==> config.mk <==
export PLATFORM = sky130hd
export DESIGN_NAME = rv_mem_arbiter
export DESIGN_NICKNAME = d
export VERILOG_FILES = /design/src/rtl/rv_mem_arbiter.sv
export SDC_FILE = /design/constraint.sdc
export NUM_CORES = 1
export LEC_CHECK = 0
export CAP_MARGIN = 20
export CORE_MARGIN = 4
export CORE_UTILIZATION = 35
export CTS_CLUSTER_SIZE = 28
export DETAILED_ROUTE_END_ITERATION = 16
export PLACE_DENSITY = 0.85
export REMOVE_ABC_BUFFERS = 1
export SETUP_SLACK_MARGIN = 0.05
export SLEW_MARGIN = 15
export SYNTH_ARGS = -nofsm -noshare
export SYNTH_HDL_FRONTEND = slang
export SYNTH_SLANG_ARGS = --single-unit
==> constraint.sdc <==
create_clock -name clk_i -period 1.9 [get_ports clk_i]
set_clock_uncertainty 0.15 [all_clocks]
set_input_delay 0.285 -clock clk_i [delete_from_list [all_inputs] [get_ports clk_i]]
set_output_delay 0.285 -clock clk_i [all_outputs]
set_load 0.005 [all_outputs]
==> src/rtl/rv_mem_arbiter.sv <==
// Round-robin arbiter sharing one single-port memory between the fetch and data
// ports; one transaction outstanding at a time, with a watchdog on silent memory.
module rv_mem_arbiter #(
    parameter int XLEN    = 32,
    parameter int TIMEOUT = 15
) (
    input  logic              clk_i,
    input  logic              arstn_i,
    input  logic              instr_req_i,
    input  logic [XLEN-1:0]   instr_addr_i,
    output logic              instr_rvalid_o,
    output logic [XLEN-1:0]   instr_rdata_o,
    input  logic              data_req_i,
    input  logic              data_we_i,
    input  logic [XLEN/8-1:0] data_be_i,
    input  logic [XLEN-1:0]   data_addr_i,
    input  logic [XLEN-1:0]   data_wdata_i,
    output logic              data_rvalid_o,
    output logic [XLEN-1:0]   data_rdata_o,
    output logic              mem_req_o,
    output logic              mem_we_o,
    output logic [XLEN/8-1:0] mem_be_o,
    output logic [XLEN-1:0]   mem_addr_o,
    output logic [XLEN-1:0]   mem_wdata_o,
    input  logic              mem_rvalid_i,
    input  logic [XLEN-1:0]   mem_rdata_i,
    output logic              bus_err_o
);
    localparam logic [7:0] TIMEOUT_CNT = 8'(TIMEOUT);

    typedef enum logic [1:0] {IDLE, WAIT_I, WAIT_D} state_t;

    state_t     state, state_nxt;
    logic       last_grant;   // 1 when the data port won the previous grant
    logic [7:0] wd_cnt;
    logic       grant_i, grant_d, timeout;

    assign timeout = (wd_cnt == TIMEOUT_CNT);

    always_comb begin
        state_nxt = state;
        grant_i   = 1'b0;
        grant_d   = 1'b0;
        case (state)
            IDLE: begin
                if (instr_req_i && (!data_req_i || last_grant)) begin
                    grant_i   = 1'b1;
                    state_nxt = WAIT_I;
                end else if (data_req_i) begin
                    grant_d   = 1'b1;
                    state_nxt = WAIT_D;
                end
            end
            WAIT_I, WAIT_D: begin
                if (mem_rvalid_i || timeout) state_nxt = IDLE;
            end
            default: state_nxt = IDLE;
        endcase
    end

    always_ff @(posedge clk_i or negedge arstn_i) begin
        if (!arstn_i) begin
            state      <= IDLE;
            last_grant <= 1'b1;
            wd_cnt     <= '0;
            bus_err_o  <= 1'b0;
        end else begin
            state <= state_nxt;
            if (grant_i || grant_d) begin
                last_grant <= grant_d;
                wd_cnt     <= '0;
            end else if (state != IDLE && !mem_rvalid_i) begin
                wd_cnt <= wd_cnt + 8'd1;
            end
            // A response arriving on the timeout cycle wins over the abort
            if (state != IDLE && timeout && !mem_rvalid_i) bus_err_o <= 1'b1;
        end
    end

    always_ff @(posedge clk_i or negedge arstn_i) begin
        if (!arstn_i) begin
            mem_req_o   <= 1'b0;
            mem_we_o    <= 1'b0;
            mem_be_o    <= '0;
            mem_addr_o  <= '0;
            mem_wdata_o <= '0;
        end else begin
            mem_req_o <= grant_i || grant_d;
            if (grant_i) begin
                mem_we_o    <= 1'b0;
                mem_be_o    <= '1;
                mem_addr_o  <= instr_addr_i;
                mem_wdata_o <= '0;
            end else if (grant_d) begin
                mem_we_o    <= data_we_i;
                mem_be_o    <= data_be_i;
                mem_addr_o  <= data_addr_i;
                mem_wdata_o <= data_wdata_i;
            end
        end
    end

    assign instr_rvalid_o = (state == WAIT_I) && (mem_rvalid_i || timeout);
    assign instr_rdata_o  = (state == WAIT_I && mem_rvalid_i) ? mem_rdata_i : '0;
    assign data_rvalid_o  = (state == WAIT_D) && (mem_rvalid_i || timeout);
    assign data_rdata_o   = (state == WAIT_D && mem_rvalid_i) ? mem_rdata_i : '0;
endmodule

==> images/met1.png <==
(4 px per um) Supply wires on this layer in grey. Cells faint in the background.
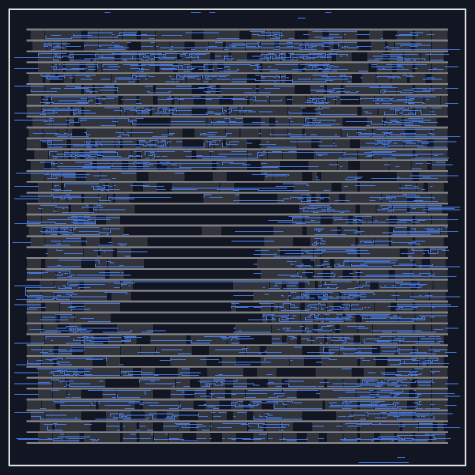
726 nets have wire on it. The layer holds 35% of the routed length. The layer carries 6330 um of wire.
via count: 4529
total wire length: 17.9 mm
met1 track demand over resource in global routing: 26.9%

==> images/met2.png <==
(4 px per um)
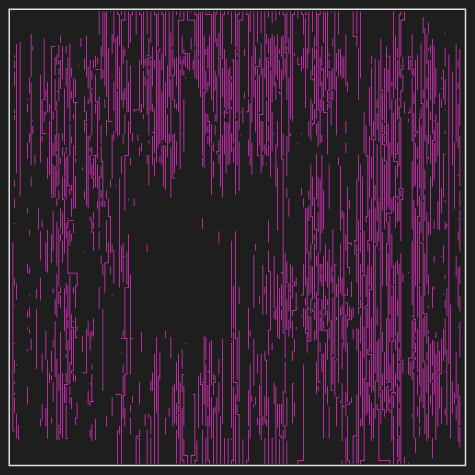
The layer carries 9440 um of wire. The longest straight run is 77.2 um. The wires run mostly vertical. The layer holds 53% of the routed length.
met2 routing resource usage after global routing: 44.7%

==> images/met3.png <==
(4 px per um) Cells faint in the background.
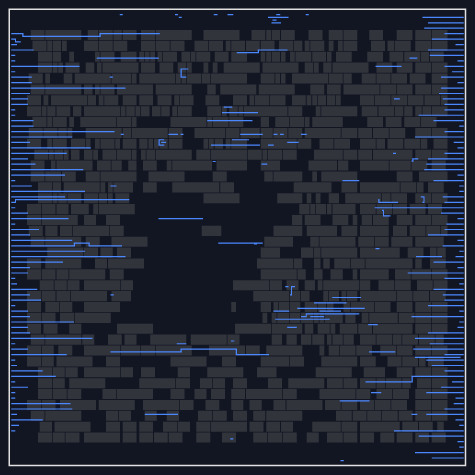
The longest straight run is 28.3 um. The layer carries 1420 um of wire.

==> images/met4.png <==
(3 px per um) Supply wires on this layer in grey. Cells faint in the background.
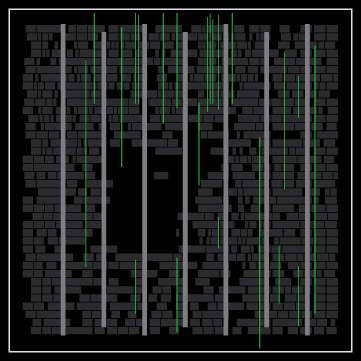
The longest straight run is 89.1 um. The wires run mostly vertical. The layer holds 4.2% of the routed length. 21 nets have wire on it.

==> layout by cell type, fill, tap and decap left out, drive strengths merged, types with 2 or more instances in the layout <==
master	synthesis	final
buf	18	116
o21ai	2	2
a41oi	2	2
a22o	33	33
and3	66	66
nand2	71	71
dfrtp	81	81
nor2b	2	2
bufbuf	0	2
nand2b	2	2
nand4	3	3
a21oi	4	4
a31oi	32	32
xnor2	2	2
ha	4	4
clkbuf	18	12
nor2	40	40
clkdlybuf4s50	0	206
xor2	5	5
clkinvlp	0	3
inv	5	5
o22a	4	4
==> layer usage <==
layer  up-vias  track usage, %  share of wire, %
met4         0            13.0               4.2
met2       255            44.7                53
met3        48            6.68               7.9
li1       2037               -                 -
met1      2189            26.9                35
met5         -               0                 0
==> out/metrics.cfg <==
[yosys]
synthSimpleGateAreaFrac_pct = 23.7
common_cells = dfrtp_1 (81), nand2_1 (71), and3_1 (65)
topCombFamilyByArea = simple AND/OR/NAND/NOR gates
yosys_cells = 402
commonest_register_cell_after_synthesis = dfrtp_1
async_reset_ff_share_pct = 100
adder_share_pct = 1.28
synthesis.area_mm2 = 0.00391
synth_cells = 402
top_area_cell = dfrtp_1
edf_count = 0

[run_status]
status = finished with violations
violations = negative setup slack

[power]
pwr.group.sequential_mw = 3.04
p_per_area_mw_per_mm2 = 1270
maxPowerGroup = combinational logic
power_frac_seq_pct = 29.2
power.switching_mw = 3.55
pwr-share-comb_pct = 59.0

[job]
drv.max_cap_violation_count = 0

[final_layout]
drive_gt1_share_pct = 32.2
final_area_mm2 = 0.00816
sh_comb_area_pct = 26.3
post-route-util_pct = 74.9
finalNonFillerCells = 849
clock_area_share_pct = 2.22
final.clkbuf_count = 10
antenna_cells_inserted = 1
layout_top_registers = mem_addr_o (32), mem_wdata_o (32), wd_cnt (8)
layout.non_clock_inverters = 5
finish.net_count = 847
layout.area.comb_mm2 = 0.00214
design.seq.count = 82
biggestCellCategory = buffers

[global_routing]
grt_pass1_vias = 4741
grt_usage_pct = 25.0
grt_antenna_before_repair = 1

[final_timing]
tightestPinTransition_ns = 0.526
relSlewSlack_pct = 64.9
final_critical_path_setup_slack_ns = -0.262
setup_viol = 62
fin_setup_tns_ns = -7.62

[worst_setup_path]
endpoint_kind = primary output
worstSetupStartpointType = register
critical_path.endpoint = data_rvalid_o
slowest_cell_on_crit_path = dfrtp_1
critical-path-top-delay-family = simple AND/OR/NAND/NOR gates
worstPathRequired_ns = 1.46
timing.critical_path.arrival_ns = 1.73
slowest_delay_ns = 0.42
reg2reg_to = mem_addr_o[10]
regToRegStartpoint = state[0]
crit_buf_inv = 2

[placed_design]
detailedPlacementHpwl_mm = 10.7
worst_case_setup_slack_after_placement_ns = -0.350
globalplace.congestion = 0.913
placedCellCount = 802

[floorplan]
floorplan.die.width_um = 114
top_level_ports = 275
die_area_mm2 = 0.0129

[drt]
drt_iter0_drc = 256
routedWlPerCell_um = 21.1
antenna_left = 0

[cts]
clock-root-buffer = clkbuf_8
post_cts.resized_instances = 365

No activity file was given, so power comes from the tool's default toggle rates.
